$ cat config.mk
export PLATFORM = sky130hd
export DESIGN_NAME = reg_file_sb
export DESIGN_NICKNAME = d
export VERILOG_FILES = /design/src/rtl/rv_pkg.sv /design/src/rtl/reg_scoreboard.sv /design/src/rtl/reg_file_sb.sv
export SDC_FILE = /design/constraint.sdc
export NUM_CORES = 1
export LEC_CHECK = 0
export CAP_MARGIN = 20
export CORE_MARGIN = 2
export CORE_UTILIZATION = 49
export DETAILED_ROUTE_END_ITERATION = 10
export GPL_ROUTABILITY_DRIVEN = 0
export PLACE_DENSITY = 0.65
export RECOVER_POWER = 25
export SYNTH_ARGS = -nofsm -noshare
export SYNTH_HDL_FRONTEND = slang
export SYNTH_SLANG_ARGS = --single-unit
$ cat constraint.sdc
create_clock -name clk -period 3.8 [get_ports clk]
set_clock_uncertainty 0.1 [all_clocks]
set_input_delay 0.76 -clock clk [delete_from_list [all_inputs] [get_ports clk]]
set_output_delay 0.76 -clock clk [all_outputs]
set_load 0.05 [all_outputs]
$ cat src/rtl/rv_pkg.sv
// Shared types and constants for the RV32I integer register file.
package rv_pkg;

    localparam int XLEN_DEF  = 32;
    localparam int NREGS_DEF = 32;

    typedef logic [4:0] reg_idx_t;

    localparam reg_idx_t REG_ZERO = 5'd0;
    localparam reg_idx_t REG_RA   = 5'd1;
    localparam reg_idx_t REG_SP   = 5'd2;

    typedef enum logic {
        ST_INIT = 1'b0,
        ST_RUN  = 1'b1
    } rf_state_e;

endpackage

$ cat src/rtl/reg_scoreboard.sv
// Pending-write scoreboard: one bit per register, set on issue, cleared on writeback or flush.
// Set beats clear for the same index; lookups are combinational.
module reg_scoreboard #(
    parameter int NREGS = 32,
    parameter int AW    = 5
) (
    input  logic          clk,
    input  logic          rst_n,
    input  logic          set_en_i,
    input  logic [AW-1:0] set_idx_i,
    input  logic          clr_en_i,
    input  logic [AW-1:0] clr_idx_i,
    input  logic          flush_i,
    input  logic [AW-1:0] rd1_idx_i,
    input  logic [AW-1:0] rd2_idx_i,
    output logic          rd1_pending_o,
    output logic          rd2_pending_o
);

    logic [NREGS-1:0] pending_q;
    logic [NREGS-1:0] pending_d;

    // Clear first, then set, so a newer producer survives its predecessor's writeback.
    always_comb begin
        pending_d = pending_q;
        if (flush_i) begin
            pending_d = '0;
        end
        if (clr_en_i) begin
            pending_d[clr_idx_i] = 1'b0;
        end
        if (set_en_i) begin
            pending_d[set_idx_i] = 1'b1;
        end
    end

    always_ff @(posedge clk or negedge rst_n) begin
        if (!rst_n) begin
            pending_q <= '0;
        end else begin
            pending_q <= pending_d;
        end
    end

    assign rd1_pending_o = pending_q[rd1_idx_i];
    assign rd2_pending_o = pending_q[rd2_idx_i];

endmodule

$ cat src/rtl/reg_file_sb.sv
// Integer register file: 2 combinational read ports with write bypass, 1 write port, pending scoreboard.
// After reset a clear sequence zeroes one entry per cycle; ready rises once every entry is written.
module reg_file_sb
    import rv_pkg::*;
#(
    parameter int XLEN     = XLEN_DEF,
    parameter int NREGS    = NREGS_DEF,
    parameter int AW       = 5,
    parameter bit ZERO_REG = 1'b1,
    parameter bit BYPASS   = 1'b1
) (
    input  logic            clk,
    input  logic            rst_n,
    input  logic [AW-1:0]   rs1_addr,
    input  logic [AW-1:0]   rs2_addr,
    output logic [XLEN-1:0] rs1_data,
    output logic [XLEN-1:0] rs2_data,
    output logic            rs1_busy,
    output logic            rs2_busy,
    input  logic            wr_en,
    input  logic [AW-1:0]   wr_addr,
    input  logic [XLEN-1:0] wr_data,
    input  logic            issue_en,
    input  logic [AW-1:0]   issue_rd,
    input  logic            flush,
    output logic            ready
);

    localparam bit FULL_RANGE = (NREGS >= (1 << AW));

    rf_state_e       state_q, state_d;
    logic [AW-1:0]   clr_idx_q, clr_idx_d;
    logic [XLEN-1:0] mem_q [NREGS];

    logic            mem_we;
    logic [AW-1:0]   mem_waddr;
    logic [XLEN-1:0] mem_wdata;

    logic run;
    logic wr_legal, issue_legal;
    logic rs1_ok, rs2_ok;
    logic hit1, hit2;
    logic rs1_pend, rs2_pend;

    // An index is usable when it addresses a real register other than a hardwired zero.
    function automatic logic idx_legal(input logic [AW-1:0] a);
        logic in_range;
        in_range = FULL_RANGE || (32'(a) < NREGS);
        return in_range && !(ZERO_REG && (a == AW'(REG_ZERO)));
    endfunction

    assign run         = (state_q == ST_RUN);
    assign wr_legal    = run && wr_en && idx_legal(wr_addr);
    assign issue_legal = run && issue_en && idx_legal(issue_rd);
    assign rs1_ok      = run && idx_legal(rs1_addr);
    assign rs2_ok      = run && idx_legal(rs2_addr);
    assign hit1        = BYPASS && wr_legal && (wr_addr == rs1_addr);
    assign hit2        = BYPASS && wr_legal && (wr_addr == rs2_addr);
    assign ready       = run;

    always_comb begin
        state_d   = state_q;
        clr_idx_d = clr_idx_q;
        mem_we    = wr_legal;
        mem_waddr = wr_addr;
        mem_wdata = wr_data;
        case (state_q)
            ST_INIT: begin
                mem_we    = 1'b1;
                mem_waddr = clr_idx_q;
                mem_wdata = '0;
                clr_idx_d = clr_idx_q + 1'b1;
                if (clr_idx_q == AW'(NREGS - 1)) begin
                    state_d   = ST_RUN;
                    clr_idx_d = '0;
                end
            end
            ST_RUN: begin
                state_d = ST_RUN;
            end
            default: begin
                state_d   = ST_INIT;
                clr_idx_d = '0;
            end
        endcase
    end

    always_ff @(posedge clk or negedge rst_n) begin
        if (!rst_n) begin
            state_q   <= ST_INIT;
            clr_idx_q <= '0;
        end else begin
            state_q   <= state_d;
            clr_idx_q <= clr_idx_d;
        end
    end

    // No reset on the array so it can map onto RAM; the clear sequence zeroes it instead.
    always_ff @(posedge clk) begin
        if (mem_we) begin
            mem_q[mem_waddr] <= mem_wdata;
        end
    end

    always_comb begin
        rs1_data = '0;
        rs2_data = '0;
        if (rs1_ok) begin
            rs1_data = hit1 ? wr_data : mem_q[rs1_addr];
        end
        if (rs2_ok) begin
            rs2_data = hit2 ? wr_data : mem_q[rs2_addr];
        end
    end

    reg_scoreboard #(
        .NREGS (NREGS),
        .AW    (AW)
    ) u_scoreboard (
        .clk           (clk),
        .rst_n         (rst_n),
        .set_en_i      (issue_legal),
        .set_idx_i     (issue_rd),
        .clr_en_i      (wr_legal),
        .clr_idx_i     (wr_addr),
        .flush_i       (run && flush),
        .rd1_idx_i     (rs1_addr),
        .rd2_idx_i     (rs2_addr),
        .rd1_pending_o (rs1_pend),
        .rd2_pending_o (rs2_pend)
    );

    assign rs1_busy = rs1_ok && rs1_pend && !hit1;
    assign rs2_busy = rs2_ok && rs2_pend && !hit2;

endmodule

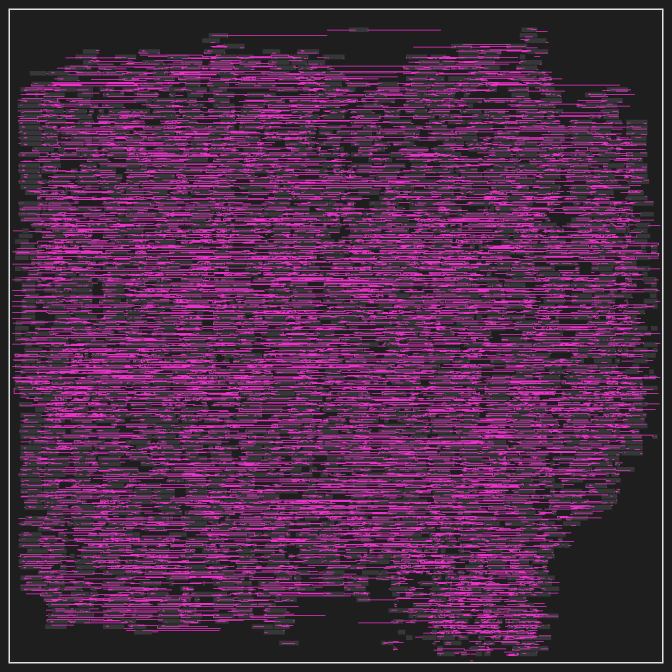
Figure 1: run 1, the metal 1 layer.
longest straight run: 71.8 µm
share of all routed wire: 37%
wire length on this layer: 63.3 mm
nets with wire on the layer: 3233
main direction: horizontal

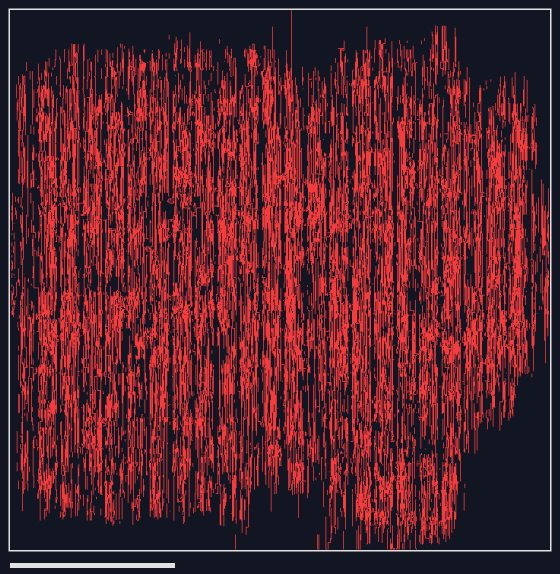
Figure 2: run 1, signal wires on met2.
Scale bar: 100 µm.
longest straight run: 110 µm
share of all routed wire: 46%
main direction: vertical
via count: 33.6k
drt total wl: 173 mm
routing usage on met2: 49.4%

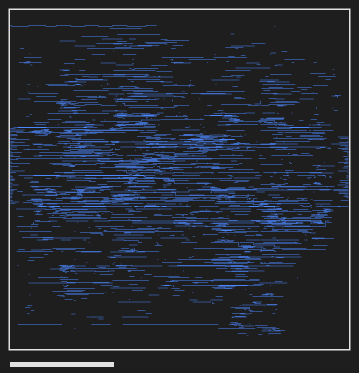
Figure 3: run 1, the metal 3 layer.
Scale bar: 100 µm.
main direction: horizontal
nets with wire on the layer: 607
share of all routed wire: 11%
met3 Usage GRT: 6.86%

run 1: layer usage:
metal,up-vias,global-route usage [%],wire (µm)
li1,13100,-,-
met3,535,6.86,19800
met1,17500,43.7,63300
met2,2504,49.4,79400
met4,8,16.0,10000
met5,-,0,62
run 1: power by group through the flow:
stage | Sequential, mW | Combinational, mW | Clock, mW
after floorplan | 13.1 | 1.79 | 0
after global placement | 13.1 | 3.24 | 0
after detailed placement | 13.1 | 3.28 | 0
after CTS | 12.9 | 3.38 | 11.3
after global routing | 12.9 | 3.60 | 11.7
final | 12.9 | 3.50 | 11.2
run 1: layout make-up:
| class | count | area [µm²] | area share [%] |
|---|---|---|---|
| diodes | 2 | 5.00 | 0.00798 |
| flip-flops and latches | 1062 | 31700 | 50.6 |
| clock buffers | 122 | 2820 | 4.50 |
| multi-input cells | 1564 | 18800 | 30.0 |
| repair buffers | 580 | 6740 | 10.7 |
| inverters | 3 | 11.3 | 0.0180 |
| well taps | 1380 | 1730 | 2.75 |
| clock inverters | 84 | 877 | 1.40 |
run 1: kinds of logic after synthesis:
| family | synth area share [%] |
|---|---|
| AND-OR/OR-AND | 6.64 |
| multiplexers | 25.1 |
| XOR/XNOR | 0.172 |
| adder cells (fa/ha/maj) | 0.0490 |
| flip-flops | 62.1 |
| AND/OR/NAND/NOR | 3.47 |
| buffers and inverters | 2.53 |
run 1: sequential cells by signal (all words and copies together), names as in the netlist:
name / cells
ready: 1
clr_idx_q: 5
mem_q: 1024
u_scoreboard.pending_q: 32
run 1: metrics by stage:
step,setup TNS (ns),hold WS [ns]
floorplan,0,0.364
global placement,-12.79,0.383
detailed placement,-12.76,0.422
CTS,0,0.0815
global route,-0.0440,0.468
finish,-0.00253,0.432
run 1: cells in the mapped netlist (all sizes together), types with 43 or more instances:
cell type	instances	area share, %
clkbuf	68	0.50
buf	174	2.0
a22o	45	0.77
o22ai	43	0.53
a211oi	69	1.0
edfxtp	1024	60
nand2	106	0.78
a21oi	72	0.71
nor2b	71	0.87
nor2	49	0.36
mux2i	288	5.6
mux2	58	1.3
mux4	410	18
run 1: worst max-delay path, cell delays in order:
cell and delay [ns]:
buf_12 0.27, buf_12 0.34, mux2i_1 0.14, a22oi_1 0.19
a31oi_1 0.15, a2111oi_4 0.66, a21o_1 0.21, buf_12 0.15
run 1: worst max path at each step:
stage	from	end	slack, ns	cells after the start
after CTS	rs2_addr[0]	rs2_data[3]	0.0003	7
after global placement	wr_addr[2]	rs2_data[7]	-0.73	11
after global routing	rs1_addr[0]	rs1_data[2]	-0.01	10
after floorplan	ready$_DFF_PN0_	mem_q[18][0]$_DFFE_PP_	0.04	5
final	rs2_addr[2]	rs2_data[10]	-0.003	8
after detailed placement	wr_addr[2]	rs2_data[7]	-0.62	11
run 1: what timing repair did:
item / CTS / global route
endpoints found under the setup margin: 66 / 50
gates resized: 90 / 40
cloned: 5 / 3
hold buffers: 0 / 0
setup buffers: 14 / 15
pin swaps: 15 / 9
==> flow_summary.ini, run 1 <==
; implementation run metrics
[run_status]
outcome = finished with violations
violations = max-capacitance violations, max-slew violations, negative setup slack

[floorplanning]
core.rowCount = 118
initCoreUtil_pct = 49.3
die_area_um2 = 107000
core-area_um2 = 103000
io_pins = 124
dieHeight_um = 327
die_w_um = 327

[sta]
max_freq_ghz = 0.263
worst_pin_slew_ns = 2.15
final-hold-violation-count = 0
slew_headroom_pct = -43.5
slew_viol_final = 39
layout_min_cycle_time_ns = 3.80
finalWorstSetupSlack_ns = -0.00253
rsz0062_at_grt = yes
setup_viol = 1
period_used_pct = 100

[global_route]
overflow = 0
grt_antenna_before_repair = 6
grt_usage_pct = 32.1
grt_pass1_vias = 34000
grt_pass1_wl_mm = 243
grt_max_degree = 61

[min_path]
hold_depth = 1
hp-start = u_scoreboard.pending_q[0]$_DFF_PN0_
hp-class = reg -> reg
hold_path_end = u_scoreboard.pending_q[0]$_DFF_PN0_

[final_layout]
layout.cells.non_filler = 4797
final_common_cell = edfxtp_1
post-route-cell-area_um2 = 62700
fill_cells = 7426
final_cell_mix = edfxtp_1 (1024), mux4_2 (404), buf_4 (351), mux2i_1 (287), buf_12 (136)
area.growth.synth_to_final_pct = 22.8
fin_nets = 3381
drive_gt1_share_pct = 37.2
post-route-util_pct = 60.6

[cts]
clock_latency_ns = 0.69
clkTransAtPathRegs_ns = 0.06
clk_path_buf_depth = 3
cts_num_sinks = 1062
cts-buffers-inserted = 111
cts_root_buf = clkbuf_16
htreeDepth = 3
cts_tree = built

[placed_design]
place_ws_ns = -0.620
placed_cell_area_um2 = 57800
dp_cells = 4546
dp.final_hpwl_mm = 107
portBuffers = 123

[critical_path]
r2r_slack_ns = 0.77
r2r-end = mem_q[16][21]$_DFFE_PP_
required_ns = 2.94
ff2ff_path_depth = 7
crit_fanout = 39
worstReg2RegStart = ready$_DFF_PN0_
worstPathArrival_ns = 2.94
crit_type = in -> out
setup.worst_path.end_class = output pin
start_kind = input port

[synth]
ys_chip_area_um2 = 51100
synth_nets = 2930
synth-edff-count = 1024
syn_area_um2 = 51100
syn_avg_cell_area_um2 = 17.8
async_reset_ff_share_pct = 3.58
yosysWarnings = 0
ys_cells = 2871
yosys_most_used_dff = edfxtp_1
ys_ff = 1062
syn_inst = 2871
ys_seq_share_pct = 62.1
yosysUniqueCellTypes = 55

[route]
wire_per_inst_um = 36.0
drt_first_pass_iters = 5
post-route-drc-count = 0
antenna_left = 0
via_per_inst = 7.01
dr.first_iter.drc_count = 4529

[pwr]
switching_share_pct = 24.1
powerDensity_nw_per_um2 = 440
leakage_nw = 21.5
intPower_mw = 20.9
power.total_mw = 27.6
p_seq_share_pct = 46.7
switchingPower_mw = 6.65
vdd_ir_drop_max_mv = 0.379
pwr-share-clk_pct = 40.6
combinationalPowerShare_pct = 12.7

[job]
cap_violations = 1
warnings = 27
--- run 2 (diff from run 1) ---
--- a/config.mk
+++ b/config.mk
@@ -7,10 +7,10 @@
 export LEC_CHECK = 0
 export CAP_MARGIN = 20
 export CORE_MARGIN = 2
-export CORE_UTILIZATION = 49
+export CORE_UTILIZATION = 55
 export DETAILED_ROUTE_END_ITERATION = 10
 export GPL_ROUTABILITY_DRIVEN = 0
-export PLACE_DENSITY = 0.65
+export PLACE_DENSITY = 0.72
 export RECOVER_POWER = 25
 export SYNTH_ARGS = -nofsm -noshare
 export SYNTH_HDL_FRONTEND = slang
==> flow_summary.ini, run 2 <==
; implementation run metrics
[critical_path]
worstPathArrival_ns = 3.03
worstReg2RegStart = ready$_DFF_PN0_
start_kind = flip-flop
setup.worst_path.end_class = output pin
cpMaxStageDelayCell = or4_4
ff2ff_path_depth = 4
crit_chain = buf_6, o41ai_4, buf_4, buf_6, or4_4, o21ai_4, buf_6, buf_12
crit_type = reg -> out
r2r_slack_ns = 0.47
cp-startpoint = ready$_DFF_PN0_
crit_cells = 8
r2r-end = mem_q[3][26]$_DFFE_PP_
crit_fanout = 20
required_ns = 2.94

[final_layout]
drive_gt1_share_pct = 38.0
post-route-cell-area_um2 = 63200
area.growth.synth_to_final_pct = 23.7
registers.top_by_ff_count = mem_q
diodes = 0
final_cell_mix = edfxtp_1 (1024), mux4_2 (404), buf_4 (337), mux2i_1 (287), buf_12 (160)
reg.largest.list = mem_q x1024, u_scoreboard.pending_q x32, clr_idx_q x5
final_common_cell = edfxtp_1
fill_cells = 5688

[sta]
period_used_pct = 102
rsz0062_at_grt = yes
final-hold-violation-count = 0
setup_viol = 29
max_freq_ghz = 0.257
finalWorstSetupSlack_ns = -0.0898
layout_min_cycle_time_ns = 3.89
slew_viol_final = 105

[synth]
top_area_share_pct = 60.2
topCellsByArea = edfxtp_1 (60%), mux4_2 (18%), mux2i_1 (5.6%)
ys_ff = 1062
async_reset_ff_share_pct = 3.58
synth-edff-count = 1024
yosys_most_used_dff = edfxtp_1
yosysWarnings = 0
yosysUniqueCellTypes = 55
ys_chip_area_um2 = 51100
syn_inst = 2871
syn_avg_cell_area_um2 = 17.8

[placed_design]
portBuffers = 123
placed_cell_area_um2 = 58000
place_ws_ns = -0.521

[global_route]
overflow = 0
grt_pass1_wl_mm = 239
grt_max_degree = 45
grtUsageMet1_pct = 47.5
grt_usage_pct = 35.4

[cts]
clock_latency_ns = 0.70
clkTransAtPathRegs_ns = 0.06

[route]
via_per_inst = 7.24
wire_per_inst_um = 35.9

[pwr]
switching_share_pct = 24.2
switchingPower_mw = 6.66
powerDensity_nw_per_um2 = 435
intPower_mw = 20.8

[job]
cap_violations = 3

[floorplanning]
die_w_um = 309

[run_status]
outcome = finished with violations
violations = max-capacitance violations, max-slew violations, negative setup slack

[min_path]
hold_depth = 1
-- run 2: cell counts after synthesis --
No cell type changed its count.
-- run 2: per-layer routing --
layer	vias to the layer above	part of all wire, %
li1	13200	-
met1	17300	35
met2	2856	45
met3	648	14
met4	0	6.3
met5	-	0
-- run 2: layout make-up --
type                    instances  area (µm²)  area share (%)
well taps                    1243        1560            2.46
clock buffers                 131        2850            4.52
clock inverters                75         833            1.32
multi-input cells            1564       19000            30.1
repair buffers                617        7210            11.4
inverters                       3        11.3          0.0178
flip-flops and latches       1062       31700            50.2
-- run 2: power groups by stage --
stage,combinational [mW],clock (mW),sequential (mW)
after floorplan,1.79,0,13.1
after global placement,3.26,0,13.1
after detailed placement,3.30,0,13.1
after CTS,3.46,11.0,12.9
after global routing,3.70,11.5,12.9
final,3.60,11.0,12.9
-- run 2: timing repair --
action,4_1_cts,5_1_grt
gates cloned,6,3
buffers inserted,33,16
setup endpoints to repair,65,60
gates resized,118,62
hold buffers,0,0
endpoints found under the hold margin,0,0
pin swaps,18,23
-- run 2: kinds of logic after synthesis --
group                      after synthesis  synth area share, %
AOI/OAI and AO/OA                      454                 6.64
xor gates and xnor gates                10                0.172
adders and majority gates                2               0.0490
buffers and inverters                  245                 2.53
DFF                                   1062                 62.1
muxes                                  756                 25.1
and+or+nand+nor                        342                 3.47
-- run 2: worst min-delay path by stage --
| stage | start | endpoint |
|---|---|---|
| 2_1_floorplan | rst_n | clr_idx_q[0]$_DFFE_PN0N_ |
| 3_5_place_dp | u_scoreboard.pending_q[0]$_DFF_PN0_ | u_scoreboard.pending_q[0]$_DFF_PN0_ |
| 3_3_place_gp | u_scoreboard.pending_q[0]$_DFF_PN0_ | u_scoreboard.pending_q[0]$_DFF_PN0_ |
| 4_1_cts | rst_n | u_scoreboard.pending_q[31]$_DFF_PN0_ |
| 5_1_grt | u_scoreboard.pending_q[0]$_DFF_PN0_ | u_scoreboard.pending_q[0]$_DFF_PN0_ |
| 6_report | u_scoreboard.pending_q[0]$_DFF_PN0_ | u_scoreboard.pending_q[0]$_DFF_PN0_ |
-- run 2: metrics by stage --
stage	hold slack [ns]	utilization, %	std cells	total power, mW	setup TNS, ns
after floorplan	0.364	-	2871	14.9	0
after CTS	0.386	68.3	4672	27.4	-0.0584
final	0.438	68.8	4695	27.5	-0.768
after global routing	0.464	68.8	4695	28.1	-1.80
after detailed placement	0.421	63.1	4427	16.4	-11.24
after global placement	0.386	63.1	4427	16.4	-11.51
-- run 2: worst register-to-register path, stage by stage (launching register included) --
cell and delay (ns):
dfrtp_2 0.52, clkbuf_4 0.21, clkbuf_1 0.78, and2_0 0.55, clkbuf_1 0.81
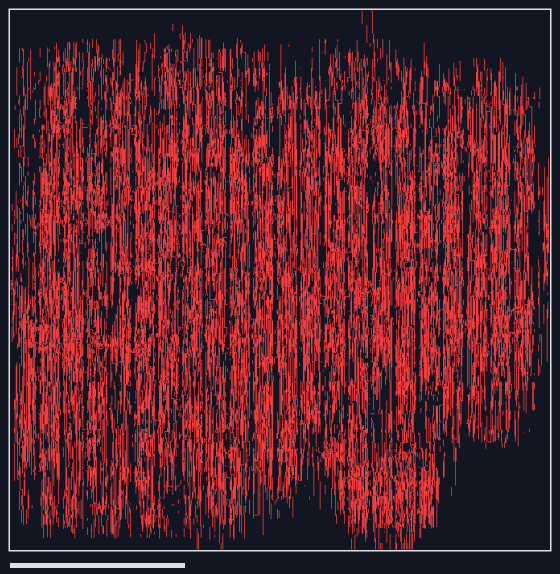
Figure 4: run 2, signal wires on met2.
Scale bar: 100 µm.
wire length on this layer: 76.3 mm
main direction: vertical
drt total wl: 168 mm
via count: 34.0k
routing usage on met2: 53.9%

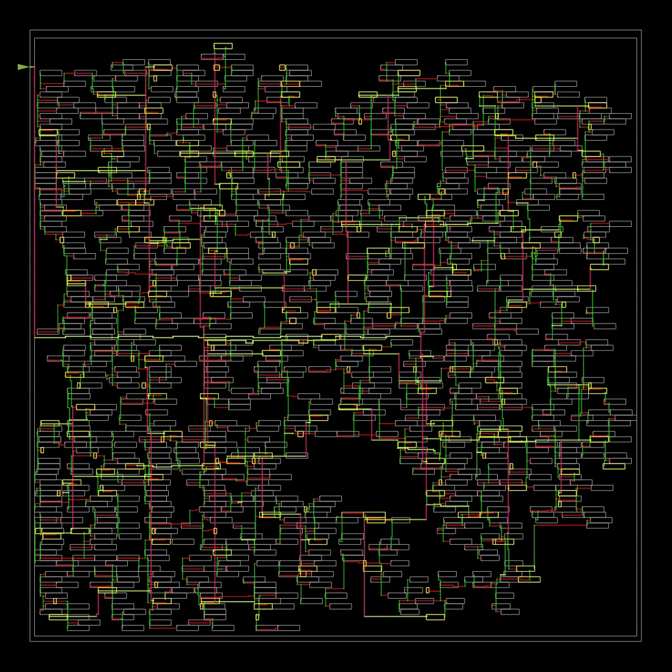
Figure 5: run 2, clock wiring as the flow saved it.
TritonCTS Buffers: 111
CLK BUF: 131

No activity file was given, so power comes from the tool's default toggle rates.
